placement_by_type.png
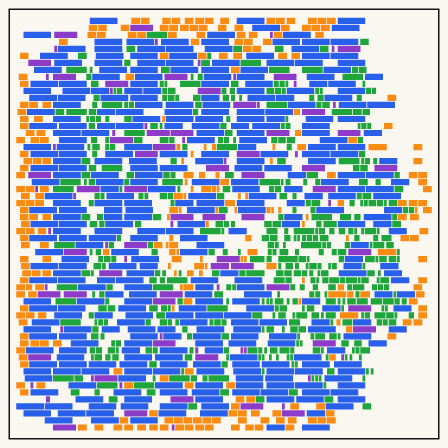
cell_density.png
The die is cut into 17 by 17 equal tiles; white is low, dark blue is high, 0 to 100% covered.
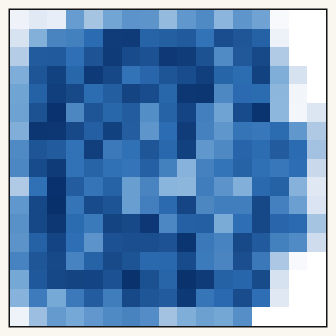
layer_met3.png
The bar under the picture is 50 um long.
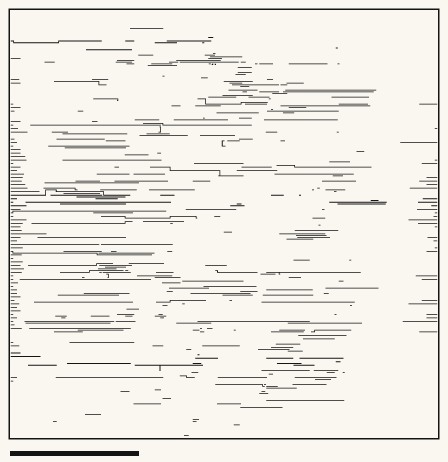
### src/rtl/cdb_arbiter.sv
// rtl/cdb_arbiter.sv - per-source result FIFOs with round-robin selection onto the Common Data Bus
module cdb_arbiter #(
   parameter int                 NUM_SRC     = 4,
   parameter int                 DEPTH       = 2,
   parameter int                 ROB_W       = 6,
   parameter int                 DATA_W      = 32,
   parameter logic [ROB_W-1:0]   INVALID_ROB = 6'b010000,
   localparam int                SRC_W       = (NUM_SRC > 1) ? $clog2(NUM_SRC) : 1
) (
   input  logic                        clock,
   input  logic                        rst_n,
   input  logic [NUM_SRC-1:0]          src_valid,
   input  logic [NUM_SRC*ROB_W-1:0]    src_rob,
   input  logic [NUM_SRC*DATA_W-1:0]   src_data,
   output logic [NUM_SRC-1:0]          src_ready,
   input  logic                        flush,
   output logic                        cdb_enable,
   output logic [ROB_W-1:0]            cdb_robNum,
   output logic [DATA_W-1:0]           cdb_data,
   output logic [SRC_W-1:0]            grant_id
);

   localparam int PTR_W = (DEPTH > 1) ? $clog2(DEPTH) : 1;
   localparam int CNT_W = $clog2(DEPTH + 1);

   logic [ROB_W-1:0]  mem_rob_q  [NUM_SRC][DEPTH];
   logic [DATA_W-1:0] mem_data_q [NUM_SRC][DEPTH];
   logic [PTR_W-1:0]  wr_ptr_q   [NUM_SRC];
   logic [PTR_W-1:0]  rd_ptr_q   [NUM_SRC];
   logic [CNT_W-1:0]  count_q    [NUM_SRC];
   logic [CNT_W-1:0]  count_d    [NUM_SRC];

   logic              cdb_enable_q, cdb_enable_d;
   logic [ROB_W-1:0]  cdb_rob_q,    cdb_rob_d;
   logic [DATA_W-1:0] cdb_data_q,   cdb_data_d;
   logic [SRC_W-1:0]  grant_id_q,   grant_id_d;
   logic [SRC_W-1:0]  rr_ptr_q,     rr_ptr_d;

   logic [NUM_SRC-1:0] push, pop;
   logic               grant, found;
   logic [SRC_W-1:0]   win, idx;

   function automatic logic [PTR_W-1:0] ptr_inc(input logic [PTR_W-1:0] p);
      return (p == PTR_W'(DEPTH - 1)) ? '0 : p + PTR_W'(1);
   endfunction

   // Ready looks only at the registered count, so a full FIFO never accepts on a pop cycle.
   always_comb begin
      for (int i = 0; i < NUM_SRC; i++) begin
         src_ready[i] = rst_n & (count_q[i] < CNT_W'(DEPTH));
         push[i]      = src_valid[i] & src_ready[i];
      end
   end

   // Holding off while the bus enable is high forces a low cycle between pulses.
   always_comb begin
      found = 1'b0;
      win   = '0;
      idx   = '0;
      for (int k = 0; k < NUM_SRC; k++) begin
         idx = rr_ptr_q + SRC_W'(k);
         if (!found && (count_q[idx] != '0)) begin
            found = 1'b1;
            win   = idx;
         end
      end
      grant = found & ~cdb_enable_q & ~flush;

      for (int i = 0; i < NUM_SRC; i++) begin
         pop[i]     = grant && (win == SRC_W'(i));
         count_d[i] = flush ? '0 : count_q[i] + CNT_W'(push[i]) - CNT_W'(pop[i]);
      end

      cdb_enable_d = grant;
      cdb_rob_d    = grant ? mem_rob_q[win][rd_ptr_q[win]] : INVALID_ROB;
      cdb_data_d   = grant ? mem_data_q[win][rd_ptr_q[win]] : cdb_data_q;
      grant_id_d   = grant ? win : grant_id_q;
      rr_ptr_d     = grant ? win + SRC_W'(1) : rr_ptr_q;
   end

   always_ff @(posedge clock) begin
      if (!rst_n) begin
         cdb_enable_q <= 1'b0;
         cdb_rob_q    <= INVALID_ROB;
         cdb_data_q   <= '0;
         grant_id_q   <= '0;
         rr_ptr_q     <= '0;
         for (int i = 0; i < NUM_SRC; i++) begin
            count_q[i]  <= '0;
            wr_ptr_q[i] <= '0;
            rd_ptr_q[i] <= '0;
         end
      end else begin
         cdb_enable_q <= cdb_enable_d;
         cdb_rob_q    <= cdb_rob_d;
         cdb_data_q   <= cdb_data_d;
         grant_id_q   <= grant_id_d;
         rr_ptr_q     <= rr_ptr_d;
         for (int i = 0; i < NUM_SRC; i++) begin
            count_q[i] <= count_d[i];
            if (flush) begin
               wr_ptr_q[i] <= '0;
               rd_ptr_q[i] <= '0;
            end else begin
               if (push[i]) wr_ptr_q[i] <= ptr_inc(wr_ptr_q[i]);
               if (pop[i])  rd_ptr_q[i] <= ptr_inc(rd_ptr_q[i]);
            end
         end
      end
   end

   always_ff @(posedge clock) begin
      for (int i = 0; i < NUM_SRC; i++) begin
         if (push[i] && !flush) begin
            mem_rob_q[i][wr_ptr_q[i]]  <= src_rob[i*ROB_W +: ROB_W];
            mem_data_q[i][wr_ptr_q[i]] <= src_data[i*DATA_W +: DATA_W];
         end
      end
   end

   assign cdb_enable = cdb_enable_q;
   assign cdb_robNum = cdb_rob_q;
   assign cdb_data   = cdb_data_q;
   assign grant_id   = grant_id_q;

endmodule

### config.mk
export PLATFORM = sky130hd
export DESIGN_NAME = cdb_arbiter
export DESIGN_NICKNAME = d
export VERILOG_FILES = /design/src/rtl/cdb_arbiter.sv
export SDC_FILE = /design/constraint.sdc
export NUM_CORES = 1
export LEC_CHECK = 0
export CORE_MARGIN = 2
export CORE_UTILIZATION = 55
export CTS_CLUSTER_SIZE = 8
export DETAILED_ROUTE_END_ITERATION = 10
export GPL_ROUTABILITY_DRIVEN = 0
export GPL_TIMING_DRIVEN = 0
export PLACE_DENSITY = 0.8
export SLEW_MARGIN = 20
export SYNTH_ARGS = -nofsm -noshare
export SYNTH_HDL_FRONTEND = slang
export SYNTH_SLANG_ARGS = --single-unit
### constraint.sdc
create_clock -name clock -period 11.3 [get_ports clock]
set_clock_uncertainty 0.2 [all_clocks]
set_input_delay 1.695 -clock clock [delete_from_list [all_inputs] [get_ports clock]]
set_output_delay 1.695 -clock clock [all_outputs]
set_load 0.02 [all_outputs]
==> flow_summary.html <==
<h2>Implementation results</h2>
<table>
<tr><th>Metric</th><th>Value</th></tr>
<tr><th colspan="2">Status</th></tr>
<tr><td>Run status</td><td>finished, final reports clean</td></tr>
<tr><th colspan="2">Floorplan</th></tr>
<tr><td>Core ar.</td><td>25900 um2</td></tr>
<tr><td>Site row count</td><td>59</td></tr>
<tr><td>Pre-Place Util</td><td>0.557</td></tr>
<tr><td>Count of boundary I/O pins</td><td>204</td></tr>
<tr><td>Die Ht</td><td>~170 um</td></tr>
<tr><td>Tapcell Cnt</td><td>335</td></tr>
<tr><td>Die Width</td><td>approximately 170 um</td></tr>
<tr><td>Chip footprint</td><td>27600 um2</td></tr>
<tr><th colspan="2">Yosys</th></tr>
<tr><td>Yosys-reported design area after synthesis</td><td>between 10000 and 15000 um2</td></tr>
<tr><td>Share of flip-flops with an asynchronous set or reset after synthesis</td><td>0</td></tr>
<tr><td>Area fraction of the dominant cell type after synthesis</td><td>0.636</td></tr>
<tr><td>Cells in synth_stat.txt</td><td>900</td></tr>
<tr><td>Top-count cell post-synth</td><td>sky130_fd_sc_hd__edfxtp_1</td></tr>
<tr><td>Net count of the mapped netlist</td><td>approximately 1100</td></tr>
<tr><td>Library cell with the largest summed area after synthesis</td><td>sky130_fd_sc_hd__edfxtp_1</td></tr>
<tr><td>Dominant register cell</td><td>sky130_fd_sc_hd__edfxtp_1</td></tr>
<tr><td>Sequential-to-total area share from yosys stat</td><td>0.718</td></tr>
<tr><td>Distinct lib cells</td><td>50</td></tr>
<tr><td>Synthesized area divided by synthesized cell count</td><td>16.0 um2</td></tr>
<tr><td>Leading post-synthesis cells by cell area</td><td>sky130_fd_sc_hd__edfxtp_1, sky130_fd_sc_hd__dfxtp_1, sky130_fd_sc_hd__mux4_2, sky130_fd_sc_hd__mux2i_1, sky130_fd_sc_hd__and2_1</td></tr>
<tr><td>Post-Syn Area</td><td>14400 um2</td></tr>
<tr><td>Post-Synthesis Cells</td><td>900</td></tr>
<tr><td>Leading post-synthesis cells by instance count</td><td>sky130_fd_sc_hd__edfxtp_1, sky130_fd_sc_hd__nand2_1, sky130_fd_sc_hd__dfxtp_1</td></tr>
<tr><td>Number of enable-type register cells in the synthesized netlist</td><td>around 310</td></tr>
<tr><td>Yosys warning tally</td><td>0</td></tr>
<tr><td>Synthesized registers</td><td>about 370</td></tr>
<tr><th colspan="2">Final timing</th></tr>
<tr><td>Worst-case setup margin in the final layout</td><td>5.41 ns</td></tr>
<tr><td>Minimum clock period after layout</td><td>5.89 ns</td></tr>
<tr><td>Fin crit share</td><td>0.521</td></tr>
<tr><td>Total Neg Setup Slack</td><td>0 ns</td></tr>
<tr><td>Final slew viol count</td><td>0</td></tr>
<tr><td>Rel. slew slack</td><td>0.465</td></tr>
<tr><td>Maximum frequency from static timing analysis</td><td>170 MHz</td></tr>
<tr><td>Post-Route Hold Slack</td><td>0.326 ns</td></tr>
<tr><td>Final Hold Fails</td><td>0</td></tr>
<tr><td>Slew at the pin closest to its max-slew limit</td><td>0.801 ns</td></tr>
<tr><td>Unrepaired setup endpoints after global routing</td><td>false</td></tr>
<tr><td>Final setup violation count</td><td>0</td></tr>
<tr><th colspan="2">Power</th></tr>
<tr><td>Pwr per Cell Area</td><td>288 nW/um2</td></tr>
<tr><td>Maximum vdd ir drop</td><td>196 uV</td></tr>
<tr><td>Tot Pwr</td><td>between 5000 and 6000 uW</td></tr>
<tr><td>Total leakage power</td><td>0.00631 uW</td></tr>
<tr><th colspan="2">Worst setup path</th></tr>
<tr><td>Required time at the endpoint of the critical path</td><td>9.41 ns</td></tr>
<tr><td>Type of destination of the critical path</td><td>primary output</td></tr>
<tr><td>Worst Path Max Fanout</td><td>10</td></tr>
<tr><td>Worst-path cell chain</td><td>clkdlybuf4s50_1, clkbuf_1, clkbuf_1, nor2b_1, clkdlybuf4s50_1</td></tr>
<tr><td>Worst EP arrival</td><td>between 3 and 4 ns</td></tr>
<tr><td>Type of the setup path with the least slack</td><td>in2out</td></tr>
<tr><td>Count of buffer and inverter cells on the critical path</td><td>4</td></tr>
<tr><td>Critical path's top delay family</td><td>buffers and inverters</td></tr>
<tr><td>Sort of element at the start of the critical path</td><td>primary input</td></tr>
<tr><td>Crit path max-delay cell type</td><td>sky130_fd_sc_hd__clkdlybuf4s50_1</td></tr>
<tr><td>Slowest stage delay, CP</td><td>0.61 ns</td></tr>
<tr><th colspan="2">Finish</th></tr>
<tr><td>Final layout net count</td><td>approximately 1300</td></tr>
<tr><td>Most used logic cell in the final layout</td><td>sky130_fd_sc_hd__edfxtp_1</td></tr>
<tr><td>Number of multi-input logic gates</td><td>468</td></tr>
<tr><td>Count of clock buffers in the final design</td><td>91</td></tr>
<tr><td>Non-clock buffer count</td><td>around 270</td></tr>
<tr><td>Logic cell area</td><td>~3800 um2</td></tr>
<tr><td>Leading cell kind</td><td>sequential cells</td></tr>
<tr><td>Signal buffers share of area</td><td>0.133</td></tr>
<tr><td>FF+latch count</td><td>roughly 370</td></tr>
<tr><td>Antenna diode count</td><td>2</td></tr>
<tr><td>Share of the final layout cell area in sequential cells</td><td>0.558</td></tr>
<tr><td>Proportion of cell area spent on the clock network</td><td>0.0803</td></tr>
<tr><td>Share of final-layout standard cells stronger than drive strength 1</td><td>0.116</td></tr>
<tr><td>Utilization after layout</td><td>0.718</td></tr>
<tr><td># fillers</td><td>1604</td></tr>
<tr><td>Top library cells by usage in the layout, fill and taps aside</td><td>sky130_fd_sc_hd__edfxtp_1, sky130_fd_sc_hd__clkdlybuf4s50_1, sky130_fd_sc_hd__nand2_1</td></tr>
<tr><td>Inverters</td><td>13</td></tr>
<tr><td>Storage element area</td><td>10400 um2</td></tr>
<tr><td>Post-Layout Cell Count</td><td>1547</td></tr>
<tr><td>Layout Cell Area excl Fill</td><td>18600 um2</td></tr>
<tr><td>Multi-input logic portion of the cell area</td><td>0.203</td></tr>
<tr><td>Area overhead of the layout relative to synthesis</td><td>28.8%</td></tr>
<tr><th colspan="2">Global route</th></tr>
<tr><td>Number of global-route vias before repair</td><td>about 9700</td></tr>
<tr><td>Global-route wire length before repair</td><td>57200 um</td></tr>
<tr><td>Pin count of the biggest net entering global routing</td><td>39</td></tr>
<tr><td>Gr ovfl total</td><td>0</td></tr>
<tr><td>Gr usage total</td><td>0.276</td></tr>
<tr><td>Number of antenna violations at the first check in global routing</td><td>5</td></tr>
<tr><th colspan="2">Clock network</th></tr>
<tr><td>TritonCTS clock tree</td><td>done</td></tr>
<tr><td>Post-cts sizing count</td><td>0</td></tr>
<tr><td>H-Tree Depth</td><td>2</td></tr>
<tr><td>CTS root buf</td><td>sky130_fd_sc_hd__clkbuf_16</td></tr>
<tr><td>Clock transition at path regs</td><td>~0.050 ns</td></tr>
<tr><td>Total setup buffers inserted after CTS</td><td>0</td></tr>
<tr><td>Worst skew pair latency</td><td>around 0.54 ns</td></tr>
<tr><td>Number of buffers inserted during clock tree synthesis</td><td>51</td></tr>
<tr><td>Total clock sinks</td><td>365</td></tr>
<tr><td>Number of buffers inserted for hold repair after clock tree synthesis</td><td>0</td></tr>
<tr><td>Max Root-Sink Buffers</td><td>3</td></tr>
<tr><th colspan="2">Route</th></tr>
<tr><td>Vias after detailed routing</td><td>9387</td></tr>
<tr><td>Ratio of routed vias to standard cells</td><td>between 6 and 7</td></tr>
<tr><td>Antenna Nets Post-Route</td><td>0</td></tr>
<tr><td>Detailed-router iteration count before antenna repair</td><td>5</td></tr>
<tr><td>Total DRC errors in the routed layout</td><td>0</td></tr>
<tr><td>Routed wire length</td><td>38600 um</td></tr>
<tr><td>First DRT Iteration DRCs</td><td>roughly 930</td></tr>
<tr><td>Wire per inst</td><td>25.0 um</td></tr>
<tr><th colspan="2">Run</th></tr>
<tr><td>Tool warnings</td><td>29</td></tr>
<tr><td>Tally of max-capacitance violations</td><td>0</td></tr>
<tr><th colspan="2">Placed design</th></tr>
<tr><td>Cell count after placement</td><td>1452</td></tr>
<tr><td>Worst setup slack before clock tree synthesis</td><td>5.42 ns</td></tr>
<tr><td>Post-detailed-placement cell area</td><td>between 15000 and 20000 um2</td></tr>
<tr><td>Post-DP HPWL</td><td>24900 um</td></tr>
<tr><td>Number of port buffers</td><td>202</td></tr>
<tr><th colspan="2">Min path</th></tr>
<tr><td>Path type of the worst min-delay path</td><td>reg2reg</td></tr>
</table>
## Picture notes: placement_by_type.png
[purple] clock drivers and dummy loads | cells: 93 | share of their area: 8.2%
[green] combinational and other logic | cells: 481 | share of their area: 21%
[orange] remaining buffers and delay cells | cells: 271 | share of their area: 14%
[blue] sequential cells | cells: 365 | share of their area: 57%

## Picture notes: cell_density.png
mean over tiles: 66%
nearly empty tiles: 5.9%
tiles over 75% full: 48%
fullest tile: 100%

## Picture notes: layer_met3.png
nets with wire on the layer: 244
main direction: horizontal

## power breakdown
| group | total [uW] | switching, uW | leakage (uW) | internal [uW] |
|---|---|---|---|---|
| clock | 1410 | 542 | 0.000712 | 869 |
| sequential | 1670 | 81.1 | 0.00327 | 1590 |
| combinational | 2290 | 1350 | 0.00233 | 938 |
## logic make-up after synthesis
kind of cell | after synthesis | synth area share
DFF | 365 | 0.718
and+or+nand+nor | 185 | 0.0635
AOI/OAI and AO/OA | 174 | 0.0876
muxes | 86 | 0.0904
buffers and inverters | 67 | 0.0235
adders and majority gates | 12 | 0.0104
xor gates and xnor gates | 11 | 0.00667
## worst register-to-register path, delay by kind of cell, from the launching register on
kind / cells / cell delay (ns)
multiplexers: 1 / 0.61
XOR/XNOR: 2 / 0.32
flip-flops: 1 / 0.37
AND-OR/OR-AND: 1 / 0.18
buffers and inverters: 4 / 1.39
adder cells (fa/ha/maj): 3 / 0.66
AND/OR/NAND/NOR: 4 / 0.72
## registers in the layout (all words and copies together), names as in the netlist, named ones only
signal and cells:
count_q 8, mem_data_q 256, rr_ptr_q 2, rd_ptr_q 4
wr_ptr_q 4, grant_id 2, cdb_enable 1, mem_rob_q 48
cdb_robNum 6, cdb_data 32
## per-layer routing
metal  wire length [um]  vias to the layer above  global-route usage
met3               3800                      110              0.0529
met4               1180                        2              0.0994
met1              14900                     4608               0.371
met5                 11                        -                   0
li1                   -                     4049                   -
met2              18800                      618               0.456
## worst paths after layout
check | depth (start not counted) | endpoint | startpoint | slack, ns
hold / removal | 2 | grant_id[0] | grant_id[0] | 0.33
setup reg to reg | 15 | count_q[1][1] | count_q[1][1] | 6.73
setup / recovery | 5 | src_ready[0] | rst_n | 5.41
hold reg to reg | 2 | grant_id[0] | grant_id[0] | 0.33
Power is estimated from default activity; no workload was simulated.
